Design wave_seg_sequencer_flat, sky130hd; sources not shown.
Figure 1. Pin placement.
(4 px per um) Pins as bars across the die edge, other pins in grey.
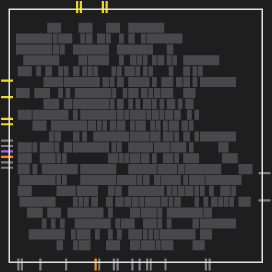
legend:
  req_req_dwell:
    colour: yellow
    pins: 8
    direction: input
    edge: 4 left, 4 top
  req_req_valid:
    colour: purple
    pins: 1
    direction: input
    edge: left
  cur_seg:
    colour: orange
    pins: 2
    direction: output
    edge: 1 left, 1 bottom
all pins by edge: 15 bottom, 10 left, 4 top, 2 right
Die Span X: 62.9 um
IO buf count: 28
DIE HEIGHT: 62.9 um

Figure 2. Metal layers overlaid.
(6 px per um)
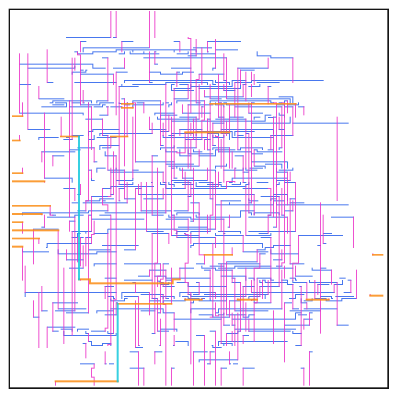
legend:
  metal 1:
    colour: blue
    wire_length: 1630 um
  metal 4:
    colour: cyan
    wire_length: 36.7 um
  metal 2:
    colour: magenta
    wire_length: 1610 um
  metal 3:
    colour: orange
    wire_length: 122 um
routed length per instance: 11.3 um
total routing resource utilization after global routing: 17.7%

Figure 3. I/O nets highlighted.
(6 px per um)
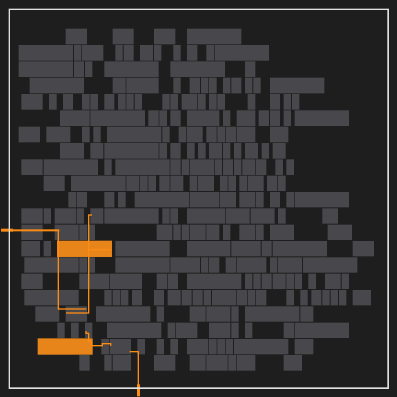
legend:
  cur_seg:
    colour: orange
    bits: 2
    direction: output
    edge: 1 left, 1 bottom
    end_cells: 2
    buffers: 2
    wire: 63.6 um
number of I/O pins: 31

Figure 4. Routing congestion map.
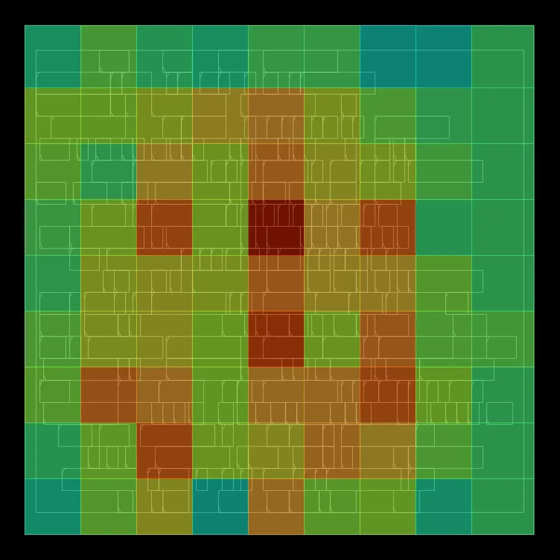
post-layout utilization of the core: 64.4%
busiest metal layer after global routing: met1
grt met3 use: 3.47%
met2 capacity usage during global routing: 25.3%
global-route track usage on met1: 25.7%

Figure 5. Sequential cells coloured by netlist name.
(4 px per um)
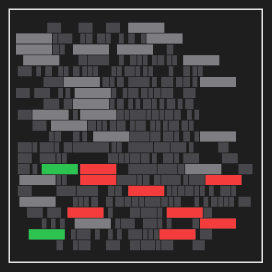
legend:
  u_core.u_cnt.offset_o:
    colour: red
    sequential_cells: 8
  u_core.cur_seg:
    colour: green
    sequential_cells: 2
not coloured: 21
sequential cell area share: 35.0%
total area of sequential cells: 776 um2

==> impl_metrics.py <==
# Physical implementation metrics
metrics = {
    "setup_path": {
        "crit_fanout": 10,
        "crit_arrival_ns": 1.32,
        "ff2ff_path_depth": 11,
        "worst-endpoint-required_ns": 1.36,
        "worstSetupEndpointType": "primary output",
        "cp_top_family": "buffers and inverters",
        "path_class": "reg -> out",
        "crit_path_start_kind": "register",
        "worst-path-stages": 5,
        "worstPathCellList": "buf_6 -> clkbuf_8 -> nand2_2 -> inv_1 -> dlygate4sd2_1",
        "worst_path_largest_cell_delay_ns": 0.39,
        "timing.reg2reg.setup_slack_ns": 0.04,
    },
    "clocking": {
        "cts_max_level": 2,
        "ctsLongestPathBuffers": 2,
        "clk_latency_ns": 0.28,
        "hold_buffers": 0,
        "ctsRootBufferMaster": "sky130_fd_sc_hd__clkbuf_8",
        "cts_num_sinks": 31,
        "cts_tree": "yes",
        "cts.reportedPaths.clkPinSlew_ns": 0.07,
        "cts_buffers": 5,
    },
    "routing": {
        "highest-signal-layer": "met4",
        "drt_iter0_drc": 51,
        "wire_length_on_met2_mm": 1.61,
        "dr_pass1_iterations": 4,
        "met1_length_mm": 1.63,
        "detail_route.vias_per_cell": 4.76,
        "drc": 0,
        "final_antenna_net_count": 0,
        "route.met3.wl_um": 122,
    },
    "synthesis": {
        "mean_instance_size_in_the_synthesized_netlist_um2": 7.95,
        "post-synth-top-area-cell": "sky130_fd_sc_hd__dfrtp_1",
        "numSynthFlops": 31,
        "ys_seq_share_pct": 46.5,
        "synth.net_count": 228,
        "ys_chip_area_mm2": 0.00167,
        "synth_largest_type_area_fraction_pct": 46.5,
        "synth_cell_type_count": 26,
        "synth-cells-yosys": 210,
    },
    "global_route": {
        "first_global_vias": 1226,
        "antenna_violations_before_repair": 0,
        "grt_max_degree": 32,
    },
    "final_timing": {
        "slew_viol_final": 0,
        "setup_viol": 0,
        "final.setup.tns_ns": 0,
        "worst-slew-pin-transition_ns": 0.660,
        "timing.final.crit_period_ns": 1.66,
        "worst_slew_margin_rel_pct": 56.0,
        "final.setup.worst_slack_ns": 0.0357,
        "rsz0062_at_grt": "true",
        "finalClockSkew_ns": 0.00433,
    },
    "status": {
        "outcome": "finished, final reports clean",
    },
    "layout": {
        "mostFrequentLayoutCell": "sky130_fd_sc_hd__nand2_1",
        "drive_above_1_share_pct": 19.5,
    },
    "job": {
        "warnings": 30,
        "maxCapViolCount": 0,
    },
    "die": {
        "chip_area_mm2": 0.00396,
        "core_region_area_mm2": 0.00344,
        "floorplan.initialDensity_pct": 48.5,
        "row_count": 21,
    },
    "pwr": {
        "report.power.total_w": 0.00328,
        "powerDensity_mw_per_mm2": 1480,
        "p_leak_nw": 1.17,
        "vdd_drop_max_mv": 0.930,
    },
    "place": {
        "placement.setup.worst_slack_ns": -0.215,
    },
}
per-layer routing:
| metal | vias to the layer above | track usage, % |
|---|---|---|
| li1 | 747 | - |
| met3 | 4 | 3.47 |
| met2 | 36 | 25.3 |
| met5 | - | 0 |
| met1 | 652 | 25.7 |
| met4 | 0 | 7.85 |
cell families after synthesis:
group,count (synthesis),synth area share [%]
flops,31,46.5
buf+inv,34,8.47
mux,4,2.70
xor+xnor,3,1.57
fa+ha+maj,2,1.50
compound gates,19,5.92
simple gates,117,33.4
area by class of cell:
type / instances / area, um2
fillers: 299 / 1230
plain buffers: 5 / 51.3
inverters: 29 / 109
repair buffers: 38 / 355
clock buffers: 6 / 72.6
multi-input cells: 145 / 782
clock inverters: 2 / 12.5
well taps: 46 / 57.6
flip-flops and latches: 31 / 776
per-stage QoR:
stage	std cells	instance area (um2)	util, %
after detailed placement	284	2000	58.2
after floorplan	210	1670	-
after global routing	302	2220	64.4
after global placement	284	2010	58.3
after CTS	292	2100	61.0
final	302	2220	64.4
repair_timing:
item,CTS,global route
endpoints found under the setup margin,19,19
buffers inserted,0,9
endpoints found under the hold margin,0,0
resized,18,12
gates cloned,0,1
pin swaps,0,7
cells in the mapped netlist, drive strengths merged:
cell    number
inv         29
ha           2
nand4        3
buf          3
xor2         1
a21boi       1
xnor2        2
nand3       20
a31oi        1
mux2         4
nand2       68
a21oi       10
nand3b       1
dfrtp       31
o21ai        7
nor2        25
clkbuf       2
where the power goes:
| part | switching [W] | internal (W) |
|---|---|---|
| registers | 0.000257 | 0.00106 |
| clock network | 0.000278 | 0.000286 |
| logic | 0.000734 | 0.000658 |
Power and IR drop assume default switching activity.
